Figure 1. Signal wires on met1.
The bar under the picture is 50 µm long. Supply wires on this layer in gray.
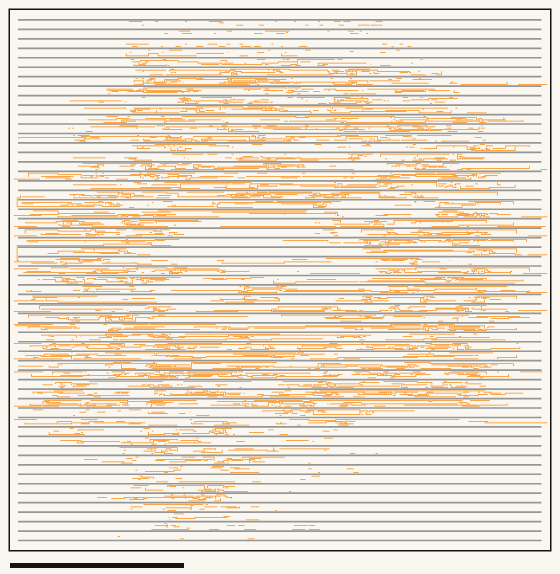
Figure 2. Signal wires on met2.
The bar under the picture is 50 µm long.
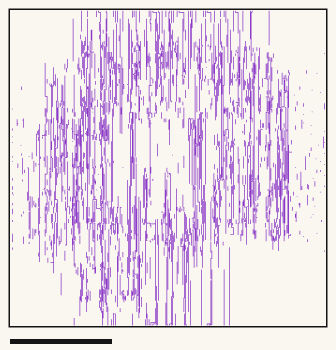
Figure 3. Metal 3.
Cells faint in the background.
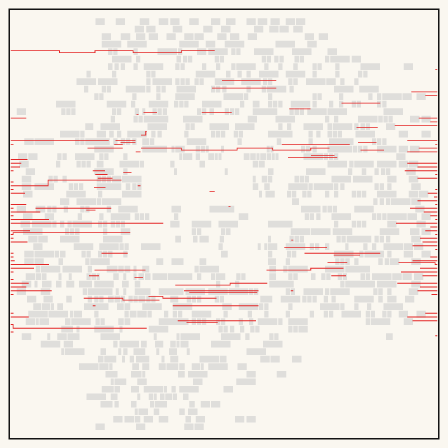
[src/rtl/tt_sweep_collector.sv]
// tt_sweep_collector: exhaustive 7-input truth-table sweep with pipelined capture and valid/ready hold
module tt_sweep_collector #(
  parameter int PIPE = 0
) (
  input  logic         clk,
  input  logic         rst,
  input  logic         start,
  output logic         x0,
  output logic         x1,
  output logic         x2,
  output logic         x3,
  output logic         x4,
  output logic         x5,
  output logic         x6,
  input  logic         f_in,
  output logic         busy,
  output logic         tt_valid,
  input  logic         tt_ready,
  output logic [127:0] tt_data,
  output logic [7:0]   ones_count
);
  typedef enum logic [1:0] {IDLE, SWEEP, DRAIN, HOLD} state_t;
  localparam int D = PIPE > 0 ? PIPE : 1;
  state_t     state;
  logic [6:0] index;
  logic [1:0] dc;
  logic [D-1:0] v_r;
  logic [6:0] i_r [D];
  logic       cap_v;
  logic [6:0] cap_i;
  assign {x6, x5, x4, x3, x2, x1, x0} = state == SWEEP ? index : 7'd0;
  assign busy = state != IDLE;
  assign tt_valid = state == HOLD;
  // capture tap: the index presented PIPE cycles ago, never the live one
  always_comb begin
    cap_v = PIPE == 0 ? state == SWEEP : v_r[D-1];
    cap_i = PIPE == 0 ? index : i_r[D-1];
  end
  // delay line tracking which index f_in currently belongs to; reset drops in-flight entries
  always_ff @(posedge clk) begin
    for (int j = 0; j < D; j++) begin
      v_r[j] <= rst ? 1'b0 : (j == 0 ? state == SWEEP : v_r[j == 0 ? 0 : j-1]);
      i_r[j] <= j == 0 ? index : i_r[j == 0 ? 0 : j-1];
    end
  end
  // sweep sequencing, table capture and result hold until handshake
  always_ff @(posedge clk) begin
    if (rst) begin
      state      <= IDLE;
      index      <= 7'd0;
      dc         <= 2'd0;
      tt_data    <= '0;
      ones_count <= 8'd0;
    end else begin
      if (cap_v) begin
        tt_data[cap_i] <= f_in;
        ones_count     <= ones_count + {7'd0, f_in};
      end
      case (state)
        IDLE: if (start) begin
          state      <= SWEEP;
          index      <= 7'd0;
          tt_data    <= '0;
          ones_count <= 8'd0;
        end
        SWEEP: begin
          index <= index + 7'd1;
          if (index == 7'd127) begin
            state <= PIPE == 0 ? HOLD : DRAIN;
            dc    <= 2'd0;
          end
        end
        DRAIN: begin
          dc <= dc + 2'd1;
          if (dc == 2'(PIPE - 1)) state <= HOLD;
        end
        default: if (tt_ready) state <= IDLE;
      endcase
    end
  end
endmodule

[config.mk]
export PLATFORM = sky130hd
export DESIGN_NAME = tt_sweep_collector
export DESIGN_NICKNAME = d
export VERILOG_FILES = /design/src/rtl/tt_sweep_collector.sv
export SDC_FILE = /design/constraint.sdc
export NUM_CORES = 1
export LEC_CHECK = 0
export CAP_MARGIN = 40
export CORE_MARGIN = 2
export CORE_UTILIZATION = 27
export DETAILED_ROUTE_END_ITERATION = 8
export PLACE_DENSITY_LB_ADDON = 0.25
export REMOVE_ABC_BUFFERS = 1
export SYNTH_ARGS = -nofsm -noshare
export SYNTH_HDL_FRONTEND = slang
export SYNTH_SLANG_ARGS = --single-unit
export TNS_END_PERCENT = 10
[constraint.sdc]
create_clock -name clk -period 4.2 [get_ports clk]
set_clock_uncertainty 0.1 [all_clocks]
set_input_delay 0.63 -clock clk [delete_from_list [all_inputs] [get_ports clk]]
set_output_delay 0.63 -clock clk [all_outputs]
set_load 0.02 [all_outputs]
==> qor.csv <==
stage,metric,value,unit
placement,I/O Buffers,149,
setup_path,worst path cell trace,"inv_1, ha_1, buf_4, and2_1, clkdlybuf4s50_1",
hold_path,worst hold path type,flip-flop to flip-flop,
floorplan,IO Count,150,
floorplan,Floorplan Utilization,27.4,%
layout,"non-filler cells, final",1167,
drt,Avg WL per Cell,19.5,µm
power,Reg power frac,42.7,%
setup_path,worst r2r src,state[1],
drt,First-pass DRT Iterations,5,
global_routing,GRT Total Usage,18.8,%
setup_path,Top delay family on crit path,buffers and inverters,
yosys,Unique cell types,41,
setup_path,Worst Path Buf+Inv,3,
clocking,Worst-path clk slew,60,ps
power,VDD IR max,227,µV
final_timing,RSZ-0062 raised after global routing,false,
status,outcome,"finished, final reports clean",
clocking,post_cts resized,0,
power,Switching Share,28.2,%
final_timing,final hold viol count,0,
setup_path,reg2reg end,tt_data[118],
setup_path,CP max stage delay,600,ps
drt,drt drc,0,
setup_path,crit path kind,flip-flop to primary output,
power,PD cells,399,mW/mm²
final_timing,final worst slack,1120,ps
layout,share of cells above drive strength 1,7.26,%
power,Comb power frac,12.3,%
final_timing,Tmin final,3080,ps
placement,Final GP Congestion,0.742,
setup_path,Levels on crit path,5,
global_routing,number of global-route vias before repair,5715,
setup_path,reg2reg path depth,6,
setup_path,CP max FO,14,
yosys,Yosys Warn Count,0,
power,Clk pwr share,45.0,%
final_timing,Post-Route Setup TNS,0,ps
clocking,CTS buffer count,17,
clocking,CTS H-Tree Depth,4,
final_timing,headroom to the max-slew limit,41.4,%
yosys,Netlist Area Pre-Place,0.00617,mm²
floorplan,die area,0.0241,mm²
clocking,Max clock buf depth,2,
hold_path,Hold Path Origin,tt_data[29],
setup_path,Critical Path RT,3470,ps
Notes on Figure 1 above:
- main direction: horizontal
- share of all routed wire: 48%
- wire length on this layer: 10900 µm
- nets with wire on the layer: 791
via count: 6046
final wirelength: 22.7 mm
grt met1 use: 26.7%

Notes on Figure 2 above:
- nets with wire on the layer: 696
- main direction: vertical

Notes on Figure 3 above:
- main direction: horizontal
- wire length on this layer: 1350 µm
- share of all routed wire: 5.9%
- nets with wire on the layer: 115
- longest straight run: 55.0 µm
met3 Use GR: 4.76%

## power groups by stage
stage | Combinational, mW | Clock, mW | Sequential (mW)
after global routing | 0.454 | 1.60 | 1.44
after CTS | 0.417 | 1.54 | 1.43
final | 0.413 | 1.51 | 1.43
after global placement | 0.411 | 0 | 1.46
after floorplan | 0.230 | 0 | 1.46
after detailed placement | 0.417 | 0 | 1.46
## cells in the final DEF (no fill, tap or decap), types with 2 or more instances in the layout
| cell | count |
|---|---|
| a211oi_1 | 2 |
| a21oi_1 | 135 |
| and2_1 | 10 |
| and3_1 | 3 |
| buf_4 | 12 |
| bufinv_16 | 2 |
| clkbuf_1 | 2 |
| clkbuf_16 | 17 |
| clkdlybuf4s50_1 | 148 |
| clkinv_2 | 3 |
| clkinvlp_4 | 4 |
| dfxtp_1 | 147 |
| ha_1 | 9 |
| inv_1 | 6 |
| inv_6 | 2 |
| mux2i_1 | 4 |
| nand2_1 | 24 |
| nand2_2 | 2 |
| nand2b_1 | 6 |
| nand3_1 | 140 |
| nand4_1 | 5 |
| nor2_1 | 20 |
| nor2_2 | 4 |
| nor2b_1 | 8 |
| nor3_2 | 6 |
| o21ai_0 | 131 |
| or3_1 | 2 |
| xor2_1 | 7 |
## worst min-delay path: stages (launching register included)
cell and delay, ps:
dfxtp_1 300, o21ai_0 60, a21oi_1 60
## cell type report
| cell class | count | area [µm²] |
|---|---|---|
| Tap cell | 285 | 357 |
| Timing Repair Buffer | 163 | 1620 |
| Sequential cell | 147 | 2940 |
| Fill cell | 2325 | 14100 |
| Clock buffer | 20 | 447 |
| Inverter | 6 | 22.5 |
| Clock inverter | 12 | 131 |
| Multi-Input combinational cell | 534 | 2890 |
## registers in the layout, indices dropped and copies added, names as in the netlist
signal	flops
cap_i	7
dc	2
ones_count	8
state	2
tt_data	128
## cell families after synthesis
logic type                 count (synthesis)  share of synthesized area (%)
buffers and inverters                     70                           5.60
DFF                                      147                           47.7
xor gates and xnor gates                   8                           1.14
and+or+nand+nor                          238                           20.4
adders and majority gates                  9                           1.83
muxes                                      5                          0.831
AOI/OAI and AO/OA                        274                           22.5
## per-stage QoR
stage	area, µm²	hold slack [ps]
after floorplan	5850	347
after global placement	7800	361
after detailed placement	7830	368
after CTS	8410	376
after global routing	8410	390
final	8410	374
## per-layer routing
metal	up-vias	global-route usage (%)	part of all wire [%]
li1	2916	-	-
met1	2936	26.7	48
met2	180	28.9	46
met3	14	4.76	5.9
met4	0	3.92	0.74
met5	-	0	0
## synth_stat cells, drive strengths merged
cell,instances,area (µm²)
a221oi,1,8.76
a31oi,1,6.26
a21oi,135,676
nor3,7,76.3
nor4,2,18.8
nand2b,7,43.8
nor2b,8,50.1
dfxtp,147,2940
nand3b,1,7.51
nand4,6,43.8
o21ai,133,669
and2,10,62.6
nand3,140,701
or3,2,12.5
xor2,7,61.3
mux2i,4,40.0
nand2,26,103
inv,6,22.5
mux2,1,11.3
ha,9,113
a211oi,2,15.0
nor2,24,100
o21a,1,7.51
nor3b,1,12.5
clkbuf,28,110
xnor2,1,8.76
o21bai,1,7.51
and2b,1,7.51
and3,3,18.8
buf,36,213
Power and IR drop assume default switching activity.
